Fig. 1: routed metal per tile
Scale: 3 px per um. 25 x 25 tiles, from dark purple (low) to yellow (high), scaled to the fullest tile. Values are wire area over tile area, all layers added.
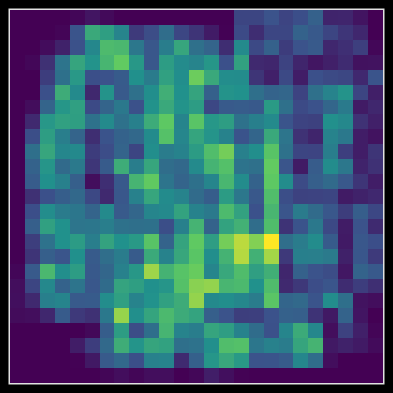
Fig. 2: zoomed window
Region (37, 62) to (87, 112) um. Cells in gray, sequential cells in the stronger gray; small squares are vias.
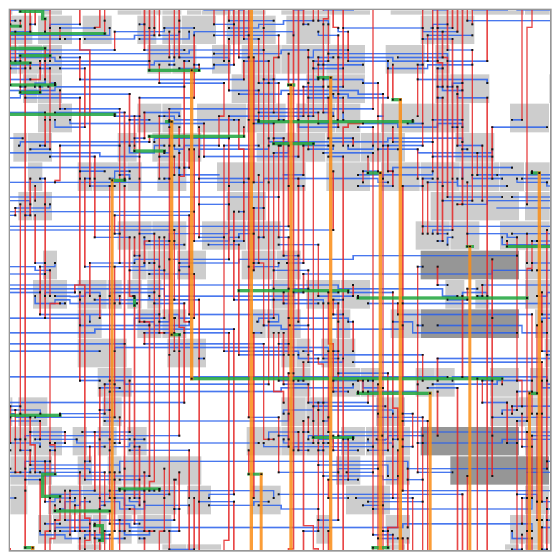
Fig. 3: supply network
Scale: 4 px per um. Pins as bars on the die edge.
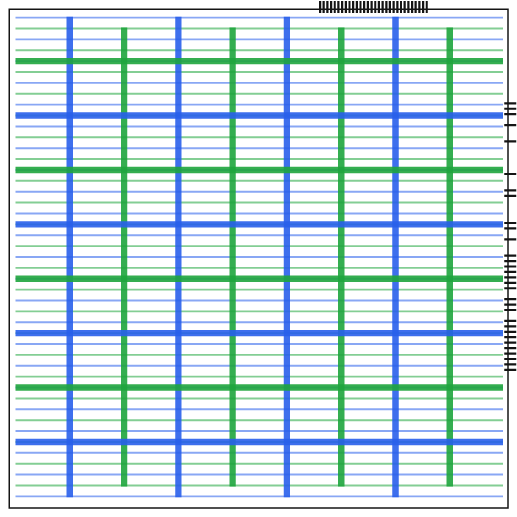
File: src/rtl/rr_sched_pkg.sv
// Shared types and helpers for the round-robin burst scheduler.
package rr_sched_pkg;

  typedef enum logic [1:0] {
    S_IDLE = 2'd0,
    S_OWN  = 2'd1,
    S_GAP  = 2'd2
  } sched_state_t;

  // Wrap-around increment of a requester index in a ring of n entries.
  function automatic int unsigned rr_next_ptr(input int unsigned sel, input int unsigned n);
    return (sel == n - 1) ? 32'd0 : sel + 32'd1;
  endfunction

endpackage

File: src/rtl/rr_pick.sv
// Rotating-priority pick: first requester at or after i_ptr, wrapping around.
module rr_pick
  import rr_sched_pkg::*;
#(
  parameter int unsigned N = 10,
  parameter int unsigned M = 4
) (
  input  logic [N-1:0] i_req,
  input  logic [M-1:0] i_ptr,
  output logic [N-1:0] o_onehot,
  output logic [M-1:0] o_idx,
  output logic         o_any
);

  logic         found;
  logic [M-1:0] cand;

  // Scan ptr, ptr+1 .. N-1, 0 .. ptr-1 and keep the first set request.
  always_comb begin
    o_onehot = '0;
    o_idx    = '0;
    found    = 1'b0;
    cand     = '0;
    for (int unsigned k = 0; k < N; k++) begin
      cand = M'((32'(i_ptr) + k) % N);
      if (!found && i_req[cand]) begin
        found          = 1'b1;
        o_idx          = cand;
        o_onehot[cand] = 1'b1;
      end
    end
  end

  assign o_any = |i_req;

endmodule

File: src/rtl/rr_burst_scheduler.sv
// Round-robin owner of a single beat channel; ownership held for a burst.
module rr_burst_scheduler
  import rr_sched_pkg::*;
#(
  parameter  int unsigned N         = 10,
  parameter  int unsigned MAX_BURST = 8,
  parameter  int unsigned TIMEOUT   = 15,
  localparam int unsigned M         = (N > 1) ? $clog2(N) : 1
) (
  input  logic         i_clk,
  input  logic         i_rstn,
  input  logic [N-1:0] i_req,
  input  logic [N-1:0] i_valid,
  input  logic [N-1:0] i_last,
  input  logic         i_res_ready,
  output logic [N-1:0] o_gnt,
  output logic [N-1:0] o_ready,
  output logic         o_res_valid,
  output logic [M-1:0] o_res_sel,
  output logic         o_res_last,
  output logic         o_busy,
  output logic         o_timeout
);

  localparam int unsigned BW = $clog2(MAX_BURST + 1);
  localparam int unsigned SW = (TIMEOUT > 0) ? $clog2(TIMEOUT + 1) : 1;

  sched_state_t  state_q, state_d;
  logic [M-1:0]  ptr_q, ptr_d;
  logic [M-1:0]  sel_q, sel_d;
  logic [N-1:0]  gnt_q, gnt_d;
  logic [BW-1:0] beat_q, beat_d;
  logic [SW-1:0] stall_q, stall_d;
  logic          tmo_q, tmo_d;

  logic [N-1:0]  pick_onehot;
  logic [M-1:0]  pick_idx;
  logic          pick_any;

  logic own, req_sel, valid_sel, res_valid, beat, cap_hit, last_hit, stall, tmo_hit;

  rr_pick #(
    .N (N),
    .M (M)
  ) u_pick (
    .i_req    (i_req),
    .i_ptr    (ptr_q),
    .o_onehot (pick_onehot),
    .o_idx    (pick_idx),
    .o_any    (pick_any)
  );

  assign own       = (state_q == S_OWN);
  assign req_sel   = i_req[sel_q];
  assign valid_sel = i_valid[sel_q];
  assign res_valid = own & req_sel & valid_sel;
  assign beat      = res_valid & i_res_ready;
  assign cap_hit   = (beat_q == BW'(MAX_BURST - 1));
  assign last_hit  = beat & (i_last[sel_q] | cap_hit);
  assign stall     = own & i_res_ready & ~valid_sel;
  assign tmo_hit   = (TIMEOUT != 0) && stall && (stall_q == SW'(TIMEOUT - 1));

  // State and counter registers.
  always_ff @(posedge i_clk or negedge i_rstn) begin
    if (!i_rstn) begin
      state_q <= S_IDLE;
      ptr_q   <= '0;
      sel_q   <= '0;
      gnt_q   <= '0;
      beat_q  <= '0;
      stall_q <= '0;
      tmo_q   <= 1'b0;
    end else begin
      state_q <= state_d;
      ptr_q   <= ptr_d;
      sel_q   <= sel_d;
      gnt_q   <= gnt_d;
      beat_q  <= beat_d;
      stall_q <= stall_d;
      tmo_q   <= tmo_d;
    end
  end

  // Ownership FSM: pick, hold for a burst, release, one turnaround cycle.
  always_comb begin
    state_d = state_q;
    ptr_d   = ptr_q;
    sel_d   = sel_q;
    gnt_d   = gnt_q;
    beat_d  = beat_q;
    stall_d = stall_q;
    tmo_d   = 1'b0;
    case (state_q)
      S_IDLE, S_GAP: begin
        if (pick_any) begin
          state_d = S_OWN;
          sel_d   = pick_idx;
          gnt_d   = pick_onehot;
        end else begin
          state_d = S_IDLE;
        end
      end
      S_OWN: begin
        if (!req_sel || last_hit || tmo_hit) begin
          state_d = S_GAP;
          ptr_d   = M'(rr_next_ptr(32'(sel_q), N));
          sel_d   = '0;
          gnt_d   = '0;
          beat_d  = '0;
          stall_d = '0;
          tmo_d   = tmo_hit & req_sel & ~last_hit;
        end else if (beat) begin
          beat_d  = beat_q + BW'(1);
          stall_d = '0;
        end else if (stall && (TIMEOUT != 0)) begin
          stall_d = stall_q + SW'(1);
        end
      end
      default: state_d = S_IDLE;
    endcase
  end

  assign o_gnt       = gnt_q;
  assign o_ready     = gnt_q & {N{own & i_res_ready & req_sel}};
  assign o_res_valid = res_valid;
  assign o_res_sel   = sel_q;
  assign o_res_last  = res_valid & (i_last[sel_q] | cap_hit);
  assign o_busy      = own;
  assign o_timeout   = tmo_q;

endmodule

File: config.mk
export PLATFORM = sky130hd
export DESIGN_NAME = rr_burst_scheduler
export DESIGN_NICKNAME = d
export VERILOG_FILES = /design/src/rtl/rr_sched_pkg.sv /design/src/rtl/rr_pick.sv /design/src/rtl/rr_burst_scheduler.sv
export SDC_FILE = /design/constraint.sdc
export NUM_CORES = 1
export LEC_CHECK = 0
export CORE_UTILIZATION = 40
export DETAILED_ROUTE_END_ITERATION = 10
export PLACE_DENSITY_LB_ADDON = 0.12
export SYNTH_ARGS = -nofsm -noshare
export SYNTH_HDL_FRONTEND = slang
export SYNTH_SLANG_ARGS = --single-unit
export TNS_END_PERCENT = 20
File: constraint.sdc
create_clock -name i_clk -period 13.35 [get_ports i_clk]
set_input_delay 4.005 -clock i_clk [delete_from_list [all_inputs] [get_ports i_clk]]
set_output_delay 4.005 -clock i_clk [all_outputs]
set_load 0.03 [all_outputs]
==> reports/qor.yml <==
synth-seq-cells: 29
cts_hold_buf: 0
fmax_mhz: 94.4
reg2reg_from: "ptr_q[0]$_DFFE_PN0P_"
synth_seq_share_pct: 12.1
finalMaxSlewViolations: 0
fillerInstances: 1407
arrival_ns: 6.59
met3_usage_pct: 3.35
mostFrequentLayoutCells: "73 x nor2_1, 61 x nand2_1, 60 x clkdlybuf4s50_1"
synth_cell_type_count: 92
fin_crit_ns: 10.59
adder_share_pct: 8.07
clockBufferDepth: 2
ant_nets: 0
crit_start: "i_req[4]"
ys_cells: 797
syn_inst: 797
final-seq-area_sq_um: 727
grt_pass1_wl_mm: 35.2
startpoint_type: "input port"
placed_area_sq_um: 6710
syn_avg_cell_area_sq_um: 7.51
die_x_um: 124
grt-busiest-layer: "met2"
warnings: 41
worst_pin_slew_ns: 1.15
ys_warn_count: 0
cts_setup_buffers: 0
finalHoldViolCount: 0
wl_met2_mm: 9.88
whs_path_depth: 1
clk_latency_ns: 0.27
syn_area_sq_um: 5980
edf_count: 0
min_from: "o_gnt[8]$_DFFE_PN0P_"
highest_layer: "met4"
dieArea_sq_um: 15500
cp_max_fo: 11
period_used_pct: 79.4
cp_slowest_stage_delay_ns: 0.67
core.rowCount: 44
worstSetupEndpoint: "o_ready[0]"
finalNetCount: 907
drc: 0
clkSinkCount: 29
drt_iter0_drc: 619
worst-r2r-cell-count: 18
fin_setup_tns_ns: 0
dpl.hpwl_mm: 17.2
synth_area_leader_cell: "dfrtp_1"
path_cells: "clkdlybuf4s50_1 -> mux4_2 -> mux2i_1 -> o22ai_1 -> nor2b_1 -> and2_1 -> clkdlybuf4s50_1"
worstPathRequired_ns: 9.34
xor_share_pct: 3.93
rsz0062_at_grt: "false"
slowest_stage: "clkdlybuf4s50_1"
hold_ws_ns: 0.506
drive_gt1_share_pct: 8.35
dr_wl_met3_mm: 1.46
grt.total_usage_pct: 28.1
placedCellCount: 1014
cts_tree: "done"
first_pass_iters: 5
final_area_sq_um: 6890
ys_async_sr_fraction_pct: 100
synth_top_area_share_pct: 12.1
topCellsByArea: "dfrtp_1 12%, ha_1 7.7%, mux2i_1 4.9%, nor2_1 4.6%, a21oi_1 3.8%"
slew_headroom_pct: 23.1
grt_overflow: 0
outcome: "finished clean"
syn_nets: 867
layout_top_cell: "nor2_1"
grt_pass1_vias: 6316
-- Fig. 1 (at the start) --
nearly empty tiles	13%
mean over tiles	0.23
tiles over half the peak	22%
fullest tile	0.72
drt wl/cell: 21.5 um
Via Count: 6,777
drt total wl: 22.0 mm

-- Fig. 2 (at the start) --
color	layer
orange	metal 4
red	metal 2
blue	metal 1
green	metal 3
netlist names of flops here include	ptr_q (3), o_res_sel (1)
cells with their middle in the window	155
most frequent	nor2_1 (15), mux2i_1 (14), nand2_1 (9)
sequential cells in the window	4

-- Fig. 3 (at the start) --
color	net
blue	VSS
green	VDD
rows	44
met1 rails	45
met5 straps	8
die boundary height: 124 um

state kept, by name, indices dropped and copies added (netlist names):
name / cells
o_gnt: 10
beat_q: 4
o_res_sel: 4
ptr_q: 4
stall_q: 4
state_q: 2
o_timeout: 1
metrics by stage:
stage,util [%]
6_report,47.2
5_1_grt,47.2
4_1_cts,47.2
3_5_place_dp,46.0
3_3_place_gp,46.0
2_1_floorplan,-
layout make-up:
cell class	instances	share of cell area, %
clock inverter	1	0.436
clock buffer	7	2.07
timing repair buffer	69	9.70
inverter	30	1.64
tap	184	3.34
sequential	29	10.6
multi-input combinational	702	72.3
